==> config.mk <==
export PLATFORM = sky130hd
export DESIGN_NAME = conv_load_sched_flat
export DESIGN_NICKNAME = d
export VERILOG_FILES = /design/src/rtl/conv_load_sched_if.sv /design/src/rtl/conv_load_sched.sv /design/src/flat_wrapper.sv
export SDC_FILE = /design/constraint.sdc
export NUM_CORES = 1
export LEC_CHECK = 0
export ABC_CLOCK_PERIOD_IN_PS = 2730
export CAP_MARGIN = 20
export CORE_UTILIZATION = 41
export CTS_CLUSTER_DIAMETER = 100
export DETAILED_ROUTE_END_ITERATION = 12
export PLACE_DENSITY = 0.8
export SYNTH_ARGS = -nofsm -noshare
export SYNTH_HDL_FRONTEND = slang
export SYNTH_SLANG_ARGS = --single-unit
==> constraint.sdc <==
create_clock -name clk -period 2.73 [get_ports clk]
set_clock_uncertainty 0.15 [all_clocks]
set_input_delay 0.546 -clock clk [delete_from_list [all_inputs] [get_ports clk]]
set_output_delay 0.546 -clock clk [all_outputs]
set_load 0.05 [all_outputs]
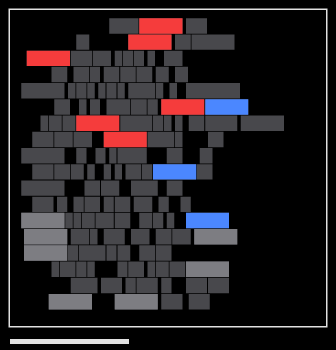
**Above:** run 1 (sequential cells colored by netlist name).
Scale bar: 20 um. Other sequential cells in the stronger gray, the rest of the logic in the fainter gray.
| color | name in the netlist | sequential cells |
|---|---|---|
| red | u_core.cnt | 6 |
| blue | u_core.state | 3 |
not colored: 7
seq pwr: 0.000239 W
Register Area: 320.3 um2
Seq/total area: 24.95%
final core occ: 51.82%

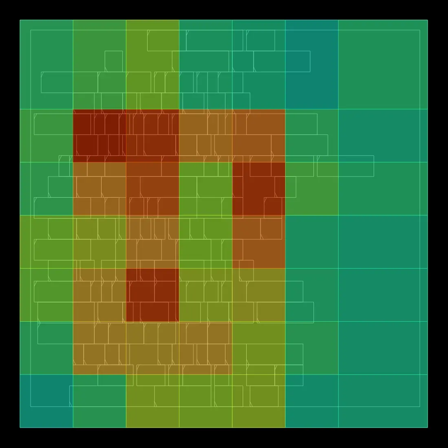
**Above:** run 1 (routing congestion).
met1 GRT Util: 23.92%
GR Util met3: 2.586%
grt peak-use layer: met2
GRT Util Overall: 19.01%
grt met2 use: 31.22%

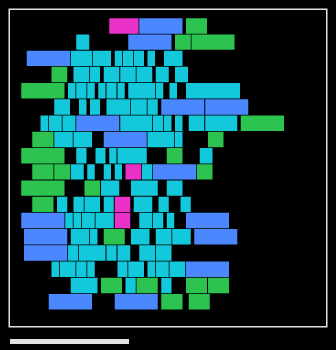
**Above:** run 1 (placement by cell class).
Scale bar: 20 um.
| color | class | cells |
|---|---|---|
| magenta | clock drivers and dummy loads | 4 |
| cyan | combinational and other logic | 94 |
| blue | flops | 16 |
| green | other buffers and delay cells | 23 |
design area: 1284 um2
core footprint: 2477 um2

==> ci_impl_report.md, run 1 <==
## PnR job results

| Metric | Value |
|---|---|
| Status | `completed` |
| Asr flop ratio synth | `0%` |
| Tcrit/Tclk final | `94.92%` |
| First-pass DRT Iterations | `4` |
| P_leak | `0.4612 nW` |
| Synth unique cells | `41` |
| Comb area leader | `simple AND/OR/NAND/NOR gates` |
| Vias | `969` |
| DR WL met3 | `129 um` |
| WL met1 | `1.076 mm` |
| Worst hold-check path type | `reg -> reg` |
| Non-CTS buffers | `23` |
| Fp util | `43.03%` |
| Number of I/O pins | `50` |
| Area delta synth->final | `20.42%` |
| Final Hold Viols | `0` |
| Placer Congestion | `0.8938` |
| #FFs+latches synth | `16` |
| Post-CTS setup buffers | `0` |
| RSZ-0062 raised after global routing | `false` |
| Startpoint types | `primary input` |
| XORs/XNORs by Area | `2.465%` |
| Worst-path fanout max | `5` |
| Clock-pin transition on the worst setup and hold timing paths | `0.10 ns` |
| Combinational fraction of the cell area | `45.91%` |
| First-pass GRT wire length | `3.946 mm` |
| MaxCap Viol Count | `0` |
| Setup ws final | `0.1387 ns` |
| Tool warnings | `28` |
| Top cells by area | `dfxtp_1, buf_4, ha_1` |
| Cts repair resizes | `0` |
| Critical Path, Cell by Cell | `clkdlybuf4s50_1 > or3b_2 > nor2_1 > buf_12` |
| Fa+ha+maj area frac | `4.695%` |
| Final Setup Violations | `0` |
| Mux area share | `1.408%` |
| Cells after Synth | `131` |
| Clock tree buffer depth | `2` |
| Largest cell class | `multi-input combinational cells` |
| Total congestion overflow | `0` |
| Top Layer Used | `met4` |
[run 1: where the power goes]
| group | switching (W) | internal [W] |
|---|---|---|
| logic | 0.0000391 | 0.0000229 |
| clock network | 0.0000773 | 0.0000810 |
| registers | 0.00000276 | 0.000237 |
[run 1: worst max-delay path, delay by kind of cell]
family	cells	cell delay, ns
buffers and inverters	2	0.64
AND/OR/NAND/NOR	2	0.71
[run 1: per-stage QoR]
step / utilization (%) / instances / instance area, um2 / hold slack [ns]
6_report: 51.82 / 167 / 1284 / 0.3273
5_1_grt: 51.82 / 167 / 1284 / 0.3563
4_1_cts: 51.46 / 167 / 1275 / 0.3313
3_5_place_dp: 50.00 / 163 / 1239 / 0.3113
3_3_place_gp: 50.00 / 163 / 1239 / 0.2893
2_1_floorplan: - / 131 / 1079 / 0.3368
--- run 2 (diff from run 1) ---
ABC_AREA = 1   (was not set)
CAP_MARGIN = not set   (was 20)
CORE_UTILIZATION = 42   (was 41)
PLACE_DENSITY = 0.79   (was 0.8)
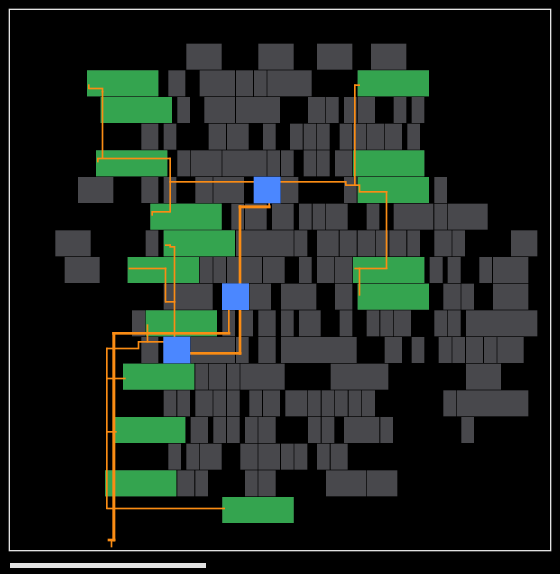
**Above:** run 2 (routed clock nets over the placement).
Scale bar: 20 um.
[green] flip-flops | count: 16
[blue] clock drivers | count: 3
[orange] clock wires | length: 197 um
routed clock nets: 4
Clock Power Share: 33.5%
clock network power: 0.000155 W
clk_lat worst skew: 0.29 ns

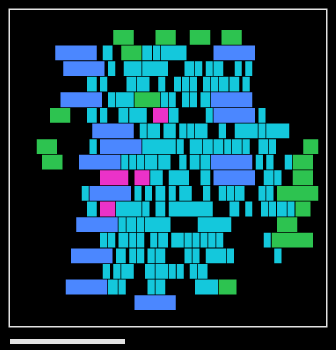
**Above:** run 2 (placement by cell class).
Scale bar: 20 um.
| color | class | cells |
|---|---|---|
| magenta | clock drivers and dummy loads | 4 |
| green | other buffers and delay cells | 17 |
| blue | flops | 16 |
| cyan | combinational and other logic | 143 |
core footprint: 2567 um2
design area: 1319 um2
num rows: 18
Seq/total area: 24.29%

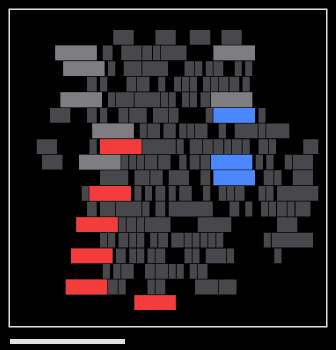
**Above:** run 2 (sequential cells colored by netlist name).
Scale bar: 20 um. Other sequential cells in the stronger gray, the rest of the logic in the fainter gray.
| color | name in the netlist | sequential cells |
|---|---|---|
| blue | u_core.state | 3 |
| red | u_core.cnt | 6 |
seq pwr: 0.000240 W
final core occ: 51.36%

==> run 2 against run 1 <==
Against the previous run:
- clock power about the same
- critical path depth down 2
- sequential share of layout area shrank 0.66 points
- register-to-register slack improved by 0.81 ns
- clock-buffer cell count is the same
- sequential power is essentially flat
- critical path type is now reg -> out
- global-route usage shrank 2.1 points
- routed wire length down 4.3%
- worst setup slack better by 0.15 ns
- core utilization is 0.45 points lower
- non-clock buffer count fell by 6
==> ci_impl_report.md, run 2 <==
## PnR job results

| Metric | Value |
|---|---|
| Hold WS | `0.3604 ns (was 0.3273 ns)` |
| Worst-path fanout max | `6 (was 5)` |
| Tcrit/Tclk final | `89.55% (was 94.92%)` |
| Buf+Inv Stages, Crit Path | `1 (was 2)` |
| Placed inst area | `1281 um2 (was 1239 um2)` |
| First-pass DRT Iterations | `4 (unchanged)` |
| Comb area leader | `simple AND/OR/NAND/NOR gates (unchanged)` |
| XORs/XNORs by Area | `2.220% (was 2.465%)` |
| Clock tree buffer depth | `2 (unchanged)` |
| Final Hold Viols | `0 (unchanged)` |
| Non-Filler Instances | `210 (was 167)` |
| Setup ws final | `0.2852 ns (was 0.1387 ns)` |
| WL met1 | `1.126 mm (was 1.076 mm)` |
| Mux area share | `0% (was 1.408%)` |
| DR WL met3 | `105 um (was 129 um)` |
| Number of I/O pins | `50 (unchanged)` |
| Leading power group | `sequential cells (unchanged)` |
| Area delta synth->final | `11.42% (was 20.42%)` |
| Startpoint types | `flip-flop (was primary input)` |
| MaxCap Viol Count | `0 (unchanged)` |
| Clock-pin transition on the worst setup and hold timing paths | `0.10 ns (about the same)` |
| Cell depth of the worst setup path | `2 (was 4)` |
| Synth unique cells | `27 (was 41)` |
| Total congestion overflow | `0 (unchanged)` |
| Placer Congestion | `0.7934 (was 0.8938)` |
| Net Sw Frac | `26.03% (was 25.93%)` |
| Final Setup Violations | `0 (unchanged)` |
| Comb pwr | `0.0000667 W (was 0.0000620 W)` |
| Placed cells | `206 (was 163)` |
| Gate power share | `14.5% (was 13.5%)` |
| Fa+ha+maj area frac | `4.228% (was 4.695%)` |
| Grt peak-use layer | `met2 (unchanged)` |
| First-pass GRT wire length | `3.601 mm (was 3.946 mm)` |
| Tool warnings | `28 (unchanged)` |
| #FFs+latches synth | `16 (unchanged)` |
| Sequential group share of total power | `52.0% (was 52.1%)` |
| Post-CTS setup buffers | `0 (unchanged)` |
| Status | `completed (unchanged)` |
| RSZ-0062 raised after global routing | `false (unchanged)` |
| Grt met2 use | `26.10% (was 31.22%)` |
| Asr flop ratio synth | `0% (unchanged)` |
| Met1 GRT Util | `22.41% (was 23.92%)` |
-- run 2: cell types whose count changed in the layout (fill, tap and decap cells not counted), moves of 4 or more --
cell      change
a211oi_1      -4
a21oi_1       +6
buf_4         -5
inv_1        +12
nand2_1      +31
nand3_1      +12
nor2_1       +10
o21ai_0       -5
or3_1         -5
-- run 2: cell type report --
class / count / area (um2) / share of cell area [%]
clock buffer: 4 / 36.28 / 2.751
inverter: 26 / 97.59 / 7.400
multi-input combinational: 117 / 640.6 / 48.58
sequential: 16 / 320.3 / 24.29
tap: 30 / 37.54 / 2.846
timing repair buffer: 17 / 186.4 / 14.14
-- run 2: timing repair --
action | in CTS | in global routing
setup endpoints to repair | 1 | 1
resized | 1 | 1
cloned | 0 | 0
No activity file was given, so power comes from the tool's default toggle rates.
